**Run 1: placement view**

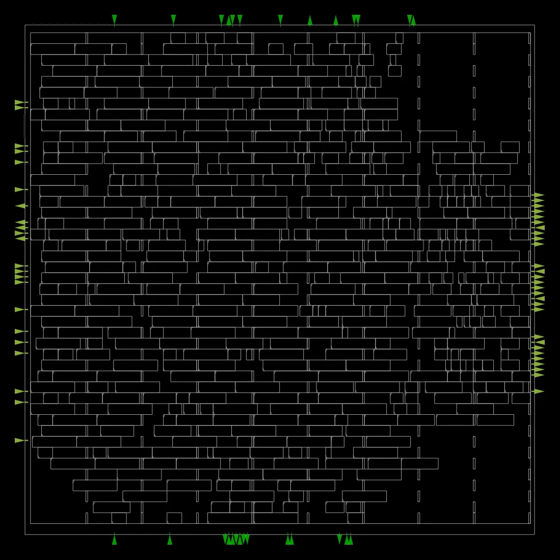
**Run 1: sequential cells grouped by signal name**

The bar under the picture is 50 microns long. Other sequential cells in the stronger gray, the rest of the logic in the fainter gray.
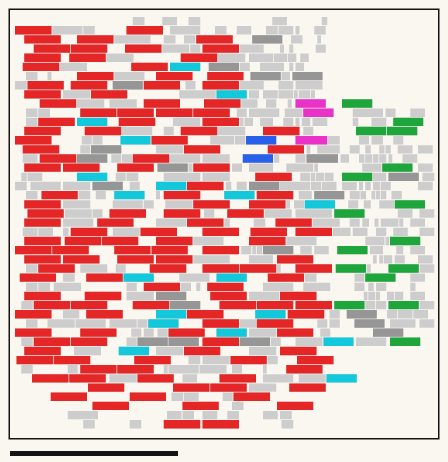
**Run 1: power grid**

The bar under the picture is 50 microns long. Pins as bars on the die edge. Tap cells in gray.
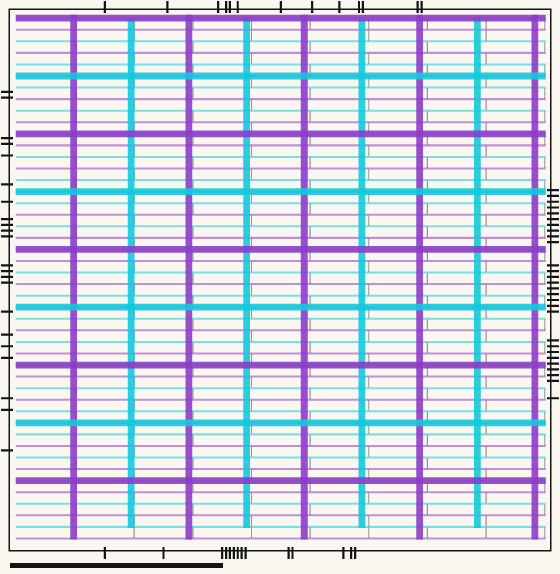
**Run 1: I/O nets highlighted**

The bar under the picture is 50 microns long.
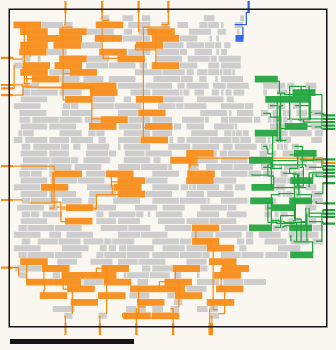
==> src/rtl/iq_stream_pkg.sv <==
// Shared definitions for the IQ interleaver and its matching deinterleaver.
// A complex pair is packed as {I, Q}: I occupies the upper DW bits of a 2*DW word.
package iq_stream_pkg;

  localparam int DW_DEF    = 18;
  localparam int DEPTH_DEF = 4;
  localparam int CW_DEF    = 16;

  // Interleave phase, equal to the iq output. PH_START marks the pre-edge phase of a pair start.
  typedef enum logic {
    PH_START = 1'b0,
    PH_MID   = 1'b1
  } iq_phase_e;

endpackage

==> src/rtl/iq_interleave_if.sv <==
// Complex-pair input stream of the interleaver.
// Handshake: a pair transfers on a rising clk edge when in_valid and in_ready are both high;
// the master holds in_i/in_q/in_valid stable until that edge, and in_ready never depends on in_valid.
interface iq_interleave_if #(
  parameter int DW = iq_stream_pkg::DW_DEF
);
  logic signed [DW-1:0] in_i;
  logic signed [DW-1:0] in_q;
  logic                 in_valid;
  logic                 in_ready;

  modport master (output in_i, output in_q, output in_valid, input in_ready);
  modport slave  (input in_i, input in_q, input in_valid, output in_ready);
endinterface

==> src/rtl/iq_pair_fifo.sv <==
// Power-of-two FIFO of packed complex pairs; flags decoded from registered occupancy.
module iq_pair_fifo #(
  parameter int W     = 36,
  parameter int DEPTH = 4
) (
  input  logic         clk,
  input  logic         rst,
  input  logic         push_i,
  input  logic [W-1:0] wr_data_i,
  input  logic         pop_i,
  output logic [W-1:0] rd_data_o,
  output logic         full_o,
  output logic         empty_o
);
  localparam int          AW       = $clog2(DEPTH);
  localparam logic [AW:0] FULL_OCC = (AW + 1)'(DEPTH);
  localparam logic [AW:0] ONE_OCC  = (AW + 1)'(1);

  logic [W-1:0]  mem_q [DEPTH];
  logic [AW-1:0] wr_ptr_q;
  logic [AW-1:0] rd_ptr_q;
  logic [AW:0]   occ_q;
  logic          push_ok;
  logic          pop_ok;

  assign full_o    = (occ_q == FULL_OCC);
  assign empty_o   = (occ_q == '0);
  // A full FIFO refuses a push even when a pop frees a slot on the same edge.
  assign push_ok   = push_i & ~full_o;
  assign pop_ok    = pop_i & ~empty_o;
  assign rd_data_o = mem_q[rd_ptr_q];

  always_ff @(posedge clk) begin
    if (push_ok) mem_q[wr_ptr_q] <= wr_data_i;
  end

  always_ff @(posedge clk or posedge rst) begin
    if (rst) begin
      wr_ptr_q <= '0;
      rd_ptr_q <= '0;
      occ_q    <= '0;
    end else begin
      if (push_ok) wr_ptr_q <= wr_ptr_q + 1'b1;
      if (pop_ok)  rd_ptr_q <= rd_ptr_q + 1'b1;
      case ({push_ok, pop_ok})
        2'b10:   occ_q <= occ_q + ONE_OCC;
        2'b01:   occ_q <= occ_q - ONE_OCC;
        default: occ_q <= occ_q;
      endcase
    end
  end
endmodule

==> src/rtl/iq_interleave.sv <==
// Serialises buffered (I,Q) pairs onto one sample stream with a free-running iq phase flag:
// I is on x while iq=1, Q while iq=0; missed pairs emit zeros and count as underruns.
module iq_interleave
  import iq_stream_pkg::*;
#(
  parameter int DW    = DW_DEF,
  parameter int DEPTH = DEPTH_DEF,
  parameter int CW    = CW_DEF
) (
  input  logic                 clk,
  input  logic                 rst,
  input  logic                 enable,
  iq_interleave_if.slave       s,
  output logic                 iq,
  output logic signed [DW-1:0] x,
  output logic                 underrun,
  output logic [CW-1:0]        underrun_count
);
  iq_phase_e            phase_q, phase_d;
  logic signed [DW-1:0] x_q, x_d;
  logic signed [DW-1:0] hold_q, hold_d;
  logic                 underrun_q, underrun_d;
  logic [CW-1:0]        count_q, count_d;

  logic [2*DW-1:0]      rd_data;
  logic                 full;
  logic                 empty;
  logic                 pair_start;
  logic                 pop;

  assign pair_start = (phase_q == PH_START);
  assign pop        = pair_start & enable & ~empty;

  iq_pair_fifo #(
    .W     (2 * DW),
    .DEPTH (DEPTH)
  ) u_fifo (
    .clk       (clk),
    .rst       (rst),
    .push_i    (s.in_valid),
    .wr_data_i ({s.in_i, s.in_q}),
    .pop_i     (pop),
    .rd_data_o (rd_data),
    .full_o    (full),
    .empty_o   (empty)
  );

  always_comb begin
    phase_d    = (phase_q == PH_START) ? PH_MID : PH_START;
    x_d        = x_q;
    hold_d     = hold_q;
    underrun_d = 1'b0;
    count_d    = count_q;
    if (pair_start) begin
      if (pop) begin
        x_d    = rd_data[2*DW-1:DW];
        hold_d = rd_data[DW-1:0];
      end else begin
        // Disabled or starved: emit a zero pair; only a starved enabled stream is an underrun.
        x_d    = '0;
        hold_d = '0;
        if (enable) begin
          underrun_d = 1'b1;
          if (count_q != {CW{1'b1}}) count_d = count_q + CW'(1);
        end
      end
    end else begin
      x_d = hold_q;
    end
  end

  always_ff @(posedge clk or posedge rst) begin
    if (rst) begin
      phase_q    <= PH_START;
      x_q        <= '0;
      hold_q     <= '0;
      underrun_q <= 1'b0;
      count_q    <= '0;
    end else begin
      phase_q    <= phase_d;
      x_q        <= x_d;
      hold_q     <= hold_d;
      underrun_q <= underrun_d;
      count_q    <= count_d;
    end
  end

  assign s.in_ready     = ~full;
  assign iq             = phase_q;
  assign x              = x_q;
  assign underrun       = underrun_q;
  assign underrun_count = count_q;
endmodule

==> src/flat_wrapper.sv <==
// flat-port wrapper written by rule: the top's interface ports become plain ports
module iq_interleave_flat import iq_stream_pkg::*;
#(
  parameter int DW    = DW_DEF,
  parameter int DEPTH = DEPTH_DEF,
  parameter int CW    = CW_DEF
)
  (clk, rst, enable, iq, x, underrun, underrun_count, s_in_i, s_in_q, s_in_valid, s_in_ready);
  iq_interleave_if #(.DW(DW)) s_i ();
  input  logic clk;
  input  logic rst;
  input  logic enable;
  output logic iq;
  output logic signed [DW-1:0] x;
  output logic underrun;
  output logic [CW-1:0] underrun_count;
  input wire logic [$bits(s_i.in_i)-1:0] s_in_i;
  input wire logic [$bits(s_i.in_q)-1:0] s_in_q;
  input wire logic [$bits(s_i.in_valid)-1:0] s_in_valid;
  output wire logic [$bits(s_i.in_ready)-1:0] s_in_ready;
  assign s_i.in_i = s_in_i;
  assign s_i.in_q = s_in_q;
  assign s_i.in_valid = s_in_valid;
  assign s_in_ready = s_i.in_ready;
  iq_interleave #(.DW(DW), .DEPTH(DEPTH), .CW(CW)) u_core (.clk(clk), .rst(rst), .enable(enable), .s(s_i), .iq(iq), .x(x), .underrun(underrun), .underrun_count(underrun_count));
endmodule
==> config.mk <==
export PLATFORM = sky130hd
export DESIGN_NAME = iq_interleave_flat
export DESIGN_NICKNAME = d
export VERILOG_FILES = /design/src/rtl/iq_stream_pkg.sv /design/src/rtl/iq_interleave_if.sv /design/src/rtl/iq_pair_fifo.sv /design/src/rtl/iq_interleave.sv /design/src/flat_wrapper.sv
export SDC_FILE = /design/constraint.sdc
export NUM_CORES = 1
export LEC_CHECK = 0
export CAP_MARGIN = 20
export CORE_UTILIZATION = 50
export CTS_CLUSTER_DIAMETER = 60
export DETAILED_ROUTE_END_ITERATION = 16
export GPL_TIMING_DRIVEN = 0
export PLACE_DENSITY = 0.74
export SKIP_CTS_REPAIR_TIMING = 1
export SLEW_MARGIN = 5
export SYNTH_ARGS = -nofsm -noshare
export SYNTH_HDL_FRONTEND = slang
export SYNTH_HIERARCHICAL = 1
export SYNTH_SLANG_ARGS = --single-unit
==> constraint.sdc <==
create_clock -name clk -period 2.25 [get_ports clk]
set_input_delay 0.45 -clock clk [delete_from_list [all_inputs] [get_ports clk]]
set_output_delay 0.45 -clock clk [all_outputs]
set_load 0.1 [all_outputs]
==> Slide: Implementation Results, run 1 <==
Flow Results at a Glance

Yosys
  • YS warnings: 6
  • Most area-hungry cell type in the Yosys netlist: edfxtp_1
  • Avg Synthesized Cell Area: 20.3 sq um
  • Comb area leader: multiplexers
  • Xor/xnor share: 0.0235
  • Asr flop ratio synth: 0.298
  • Cell Type Count: 41
  • Cell count in the Yosys report: just under 400
  • Chip Area, Yosys: 7820 sq um
  • Number of enable flip-flop cells: 144
  • Register area share after synthesis: 0.748
  • Area share of fa/ha/maj cells after synthesis: 0.0122
  • AND-OR/OR-AND share of the synthesized area: 0.0478
  • Cells after synthesis: between 300 and 400
  • Synth top cell by count: edfxtp_1
  • Synth mux share: 0.108
  • Top cells by area: edfxtp_1, dfrtp_1, mux4_2
  • Simple-Gate Area Share: 0.0405

Final layout
  • Top cell excl fill/tap: edfxtp_1
  • NonClk Buf Share: 0.109
  • Flops: 205
  • MI comb cells: between 150 and 200
  • Logic area: 1840 sq um
  • Comb/total area: 0.186
  • Layout area overhead: 26.2%
  • Biggest Area Class: flip-flops and latches
  • Max reg flops: between 100 and 150
  • Largest reg by FF count: u_core/u_fifo/mem_q
  • Final instance area: slightly below 10,000 sq um
  • Top cells excl fill/tap: edfxtp_1, dfrtp_1, clkdlybuf4s50_1

Power and ir drop
  • Power Total: 0.0132 W
  • Top pwr grp: sequential cells
  • Peak VDD IR: 982 uV
  • Switching Fraction: 0.325
  • Comb. pwr: around 0.0041 W
  • Internal: 0.00892 W
  • Clock power frac: 0.289
  • Seq pwr share: 0.404
  • Lkg Pwr: 4.20 nW
  • Net Switching: 0.00430 W
  • Cell Pwr Density: 1340 nW/um^2

Placement
  • Pre-CTS setup slack: -0.964 ns
  • Placed Area: 8970 sq um
  • RD Place Congestion: between 0.8 and 0.9
  • DP HPWL: 9.51 mm
  • Inst Count DP: 678

Floorplanning
  • Num tapcells: 211
  • Die Height: 127 microns
  • Die Size: 16,100 sq um
  • Die Wd: 127 microns
  • Initial Util: 0.512

Drt
  • Total length of routed wires: 15.6 mm
  • Met3 wire length: ~610 microns
  • Vias: 4,064
  • Met2 routed WL: just over 8 mm
  • DRC viols: 0
  • Number of DRC markers in iteration 0: 308
  • Vias per std cell: ~5.6
  • DR pass1 iterations: 4
  • Antenna Nets Post-Route: 0
  • Top Metal Used: met4

Global route
  • First-pass GRT wire length: 24.1 mm
  • Met3 usage: 0.0306
  • Initial antenna violation count: 0
  • Largest net degree at the start of global routing: 31
  • Met2 GRT Util: 0.347
  • Total gr overflow: 0
  • Number of global-route vias before repair: 4,270

CTS
  • Htree depth: 1
  • Clock root cell: clkbuf_16
  • CTS sink count: 205
  • CTS tree: done
  • Worst-case clock buffer depth: 3
  • Clock slew at reported path FFs: 0.06 ns
  • Late-Pin Clk Latency: 0.52 ns

STA
  • Peak Freq: 443 MHz
  • Slew Viols, Final: 0
  • Final Hold Fails: 0
  • Final setup margin: -0.00694 ns
  • Final setup TNS: -0.00694 ns
  • RSZ-0062 raised after global routing: yes
  • Setup-failing EPs final: 1
  • Hold Slack: 0.247 ns

Status
  • Status: finished, violations left
  • Violations in the final reports: setup timing

Critical path
  • CP startpoint kind: register
  • Worst flop-to-flop path endpoint: u_core/u_fifo/occ_q[2]$_DFFE_PP0P_
  • Crit. path cell count: 10
  • Max stage delay on crit path: 0.43 ns
  • Critical Path AT: 2.66 ns
  • Largest delay contributor family on the critical path: adder cells
  • Reg-to-reg setup timing slack: -0.007 ns
  • Critical-path cell list: nor3_2, nor3b_4, buf_6, o31a_1, ha_2, inv_2, fa_2, xor2_1, nor2_1, xor2_1
  • R2r worst-path depth: 10
  • Cell mode on critical path: xor2_1
  • CP max stage cell: dfrtp_1
  • CP endpoint kind: register
  • Worst-path fanout max: 10
  • Critical path required time: 2.66 ns
  • CP bufs+invs: 2

Run
  • Max-Cap Viols: 0
About 'placement view':
# fillers: 1,030
core region area: 15,300 sq um
Layout Cells excl Fill: 721
register share of the cell area: 0.593

About 'sequential cells grouped by signal name':
- u_core/u_fifo/rd_ptr_q: blue (flops 2)
- u_core/u_fifo/occ_q: magenta (flops 3)
- u_core/hold_q: cyan (flops 18)
- u_core/underrun_count: green (flops 16; where middle right)
- u_core/u_fifo/mem_q: red (flops 144)
- not colored: 22
Reg area: 5850 sq um
total sequential power: 0.00533 W
Final Util: 0.647

About 'power grid':
- VSS: purple
- VDD: cyan
- tap cells: 211
- rows: 45
- met1 rails: 46
- met4 straps: 9

About 'I/O nets highlighted':
- s_in_q: orange (bits 18; direction input; end cells 72; buffers 18; wire 830 microns)
- s_in_valid: blue (bits 1; direction input; end cells 1; buffers 1; wire 15.6 microns)
- underrun_count: green (bits 16; direction output; end cells 16; buffers 16; wire 659 microns)
Boundary Pins: 77
Port-buffer cells: 76

==> run 2: changes to the inputs <==
--- a/config.mk
+++ b/config.mk
@@ -9,6 +9,7 @@
 export CORE_UTILIZATION = 50
 export CTS_CLUSTER_DIAMETER = 60
 export DETAILED_ROUTE_END_ITERATION = 16
+export GPL_ROUTABILITY_DRIVEN = 0
 export GPL_TIMING_DRIVEN = 0
 export PLACE_DENSITY = 0.74
 export SKIP_CTS_REPAIR_TIMING = 1
**Run 2: power grid**

The bar under the picture is 50 microns long. Pins as bars on the die edge. Tap cells in gray.
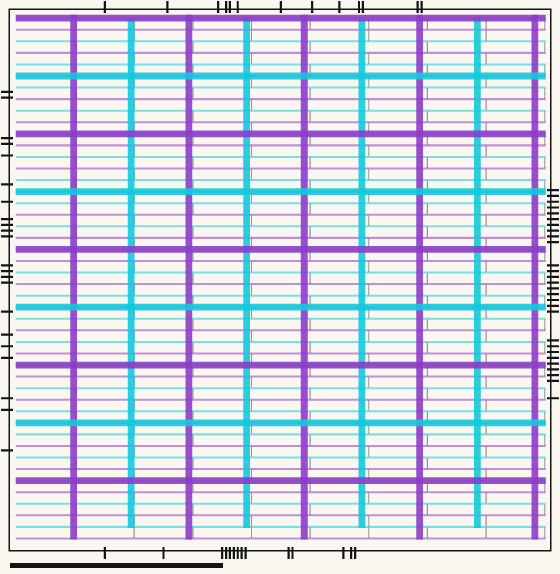
- VDD: cyan
- VSS: purple
- signal pins: 77
- tap cells: 211
- met4 straps: 9
- rows: 45
- met1 rails: 46
Die Height: 127 microns
Die Wd: 127 microns
Peak VDD IR: 982 uV

**Run 2: I/O nets highlighted**

The bar under the picture is 50 microns long.
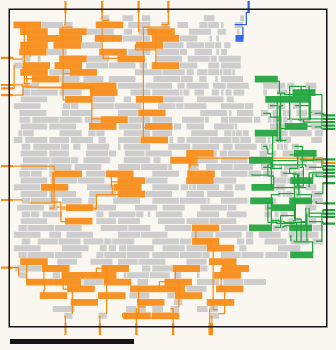
- underrun_count: green (bits 16; direction output; end cells 16; buffers 16; wire 659 microns)
- s_in_valid: blue (bits 1; direction input; end cells 1; buffers 1; wire 15.6 microns)
- s_in_q: orange (bits 18; direction input; end cells 72; buffers 18; wire 830 microns)

==> Slide: Implementation Results, run 2 <==
Flow Results at a Glance

Status
  • Status: finished, violations left
  • Violations in the final reports: setup timing

Floorplanning
  • Die Size: 16,100 sq um (unchanged)
  • Boundary Pins: 77 (unchanged)
  • Initial Util: 0.512 (unchanged)
  • Core region area: 15,300 sq um (unchanged)
  • Num tapcells: 211 (unchanged)

Yosys
  • AND-OR/OR-AND share of the synthesized area: 0.0478 (unchanged)
  • Avg Synthesized Cell Area: 20.3 sq um (unchanged)
  • Cells after synthesis: 386 (unchanged)
  • Top cells by area: edfxtp_1, dfrtp_1, mux4_2
  • Comb area leader: multiplexers
  • Area share of fa/ha/maj cells after synthesis: 0.0122 (unchanged)
  • Cell count in the Yosys report: 386 (unchanged)
  • Register area share after synthesis: 0.748 (unchanged)
  • Cell Type Count: 41 (unchanged)
  • Synth mux share: 0.108 (unchanged)
  • Simple-Gate Area Share: 0.0405 (unchanged)
  • YS warnings: 6 (unchanged)
  • Xor/xnor share: 0.0235 (unchanged)
  • Synth top cell by count: edfxtp_1
  • Number of enable flip-flop cells: 144 (unchanged)
  • Chip Area, Yosys: 7820 sq um (unchanged)
  • Most area-hungry cell type in the Yosys netlist: edfxtp_1

Drt
  • Vias per std cell: 5.64 (unchanged)
  • Total length of routed wires: 15.6 mm (unchanged)
  • Antenna Nets Post-Route: 0 (unchanged)
  • DR pass1 iterations: 4 (unchanged)
  • Number of DRC markers in iteration 0: 308 (unchanged)
  • DRC viols: 0 (unchanged)
  • Met1 wire length: 6.63 mm
  • Met3 wire length: 611 microns (unchanged)
  • Vias: 4,064 (unchanged)
  • Met2 routed WL: 8.10 mm (unchanged)

Final layout
  • Flops: 205 (unchanged)
  • Register share of the cell area: 0.593 (unchanged)
  • Biggest Area Class: flip-flops and latches
  • NonClk Buf Share: 0.109 (unchanged)
  • Final Util: 0.647 (unchanged)
  • Layout area overhead: 26.2% (unchanged)
  • # fillers: 1,030 (unchanged)
  • Top cells excl fill/tap: edfxtp_1, dfrtp_1, clkdlybuf4s50_1
  • MI comb cells: 154 (unchanged)
  • Reg area: 5850 sq um (unchanged)
  • Layout Cells excl Fill: 721 (unchanged)
  • Logic area: 1840 sq um (unchanged)
  • Largest reg by FF count: u_core/u_fifo/mem_q
  • Max reg flops: 144 (unchanged)
  • Final instance area: 9870 sq um (unchanged)
  • Comb/total area: 0.186 (unchanged)
  • Top cell excl fill/tap: edfxtp_1

Placement
  • Port-buffer cells: 76 (unchanged)
  • Pre-CTS setup slack: -0.964 ns (unchanged)
  • Inst Count DP: 678 (unchanged)
  • DP HPWL: 9.51 mm (unchanged)
  • Placed Area: 8970 sq um (unchanged)

Power and ir drop
  • Lkg Pwr: 4.20 nW (unchanged)
  • Top pwr grp: sequential cells
  • Total sequential power: 0.00533 W (about the same)
  • Cell Pwr Density: 1340 nW/um^2 (unchanged)
  • Switching Fraction: 0.325 (unchanged)
  • Comb. pwr: 0.00406 W (about the same)
  • Clock power frac: 0.289 (about the same)
  • Net Switching: 0.00430 W (unchanged)
  • Seq pwr share: 0.404 (about the same)
  • Clock group power: 0.00382 W
  • Power Total: 0.0132 W (unchanged)
  • Internal: 0.00892 W (unchanged)

STA
  • Setup-failing EPs final: 1 (unchanged)
  • Final setup TNS: -0.00694 ns (unchanged)
  • Slew Viols, Final: 0 (unchanged)
  • Final setup margin: -0.00694 ns (unchanged)
  • Hold Slack: 0.247 ns (unchanged)
  • Final Hold Fails: 0 (unchanged)
  • RSZ-0062 raised after global routing: yes

Critical path
  • Crit. path cell count: 10 (unchanged)
  • CP bufs+invs: 2 (unchanged)
  • Critical path required time: 2.66 ns (about the same)
  • Critical R2R Launch: u_core/u_fifo/occ_q[2]$_DFFE_PP0P_
  • Worst flop-to-flop path endpoint: u_core/u_fifo/occ_q[2]$_DFFE_PP0P_
  • CP endpoint kind: register
  • Largest delay contributor family on the critical path: adder cells
  • Critical Path AT: 2.66 ns (about the same)
  • Critical-path cell list: nor3_2, nor3b_4, buf_6, o31a_1, ha_2, inv_2, fa_2, xor2_1, nor2_1, xor2_1
  • Cell mode on critical path: xor2_1
  • R2r worst-path depth: 10 (unchanged)
  • CP startpoint kind: register
  • Worst-path fanout max: 10 (unchanged)
  • Reg-to-reg setup timing slack: -0.007 ns (about the same)

CTS
  • CTS sink count: 205 (unchanged)
  • Clock root cell: clkbuf_16
  • Htree depth: 1 (unchanged)
  • Clock slew at reported path FFs: 0.06 ns (about the same)
  • Late-Pin Clk Latency: 0.52 ns (about the same)
  • CTS tree: done
  • Worst-case clock buffer depth: 3 (unchanged)

Global route
  • Initial antenna violation count: 0 (unchanged)
  • Met3 usage: 0.0306 (unchanged)
  • Gr busiest metal: met2
  • First-pass GRT wire length: 24.1 mm (unchanged)
  • Largest net degree at the start of global routing: 31 (unchanged)
  • Met2 GRT Util: 0.347 (unchanged)
  • Total gr overflow: 0 (unchanged)

Run
  • Max-Cap Viols: 0 (unchanged)
**Run 2: placement density heat map**

The bar under the picture is 50 microns long. The die is cut into 13 by 13 equal tiles; white is low, dark blue is high, 0 to 100% covered.
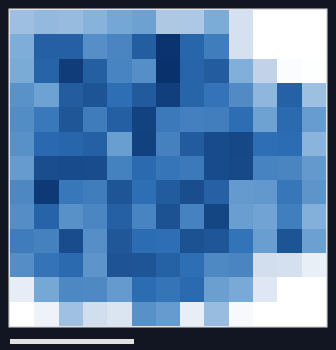
- emptiest ninth of the die: upper right
- nearly empty tiles: 8.3%
- mean over tiles: 60%
- tiles over 75% full: 34%
- fullest tile: 100%

Power is estimated from default activity; no workload was simulated.
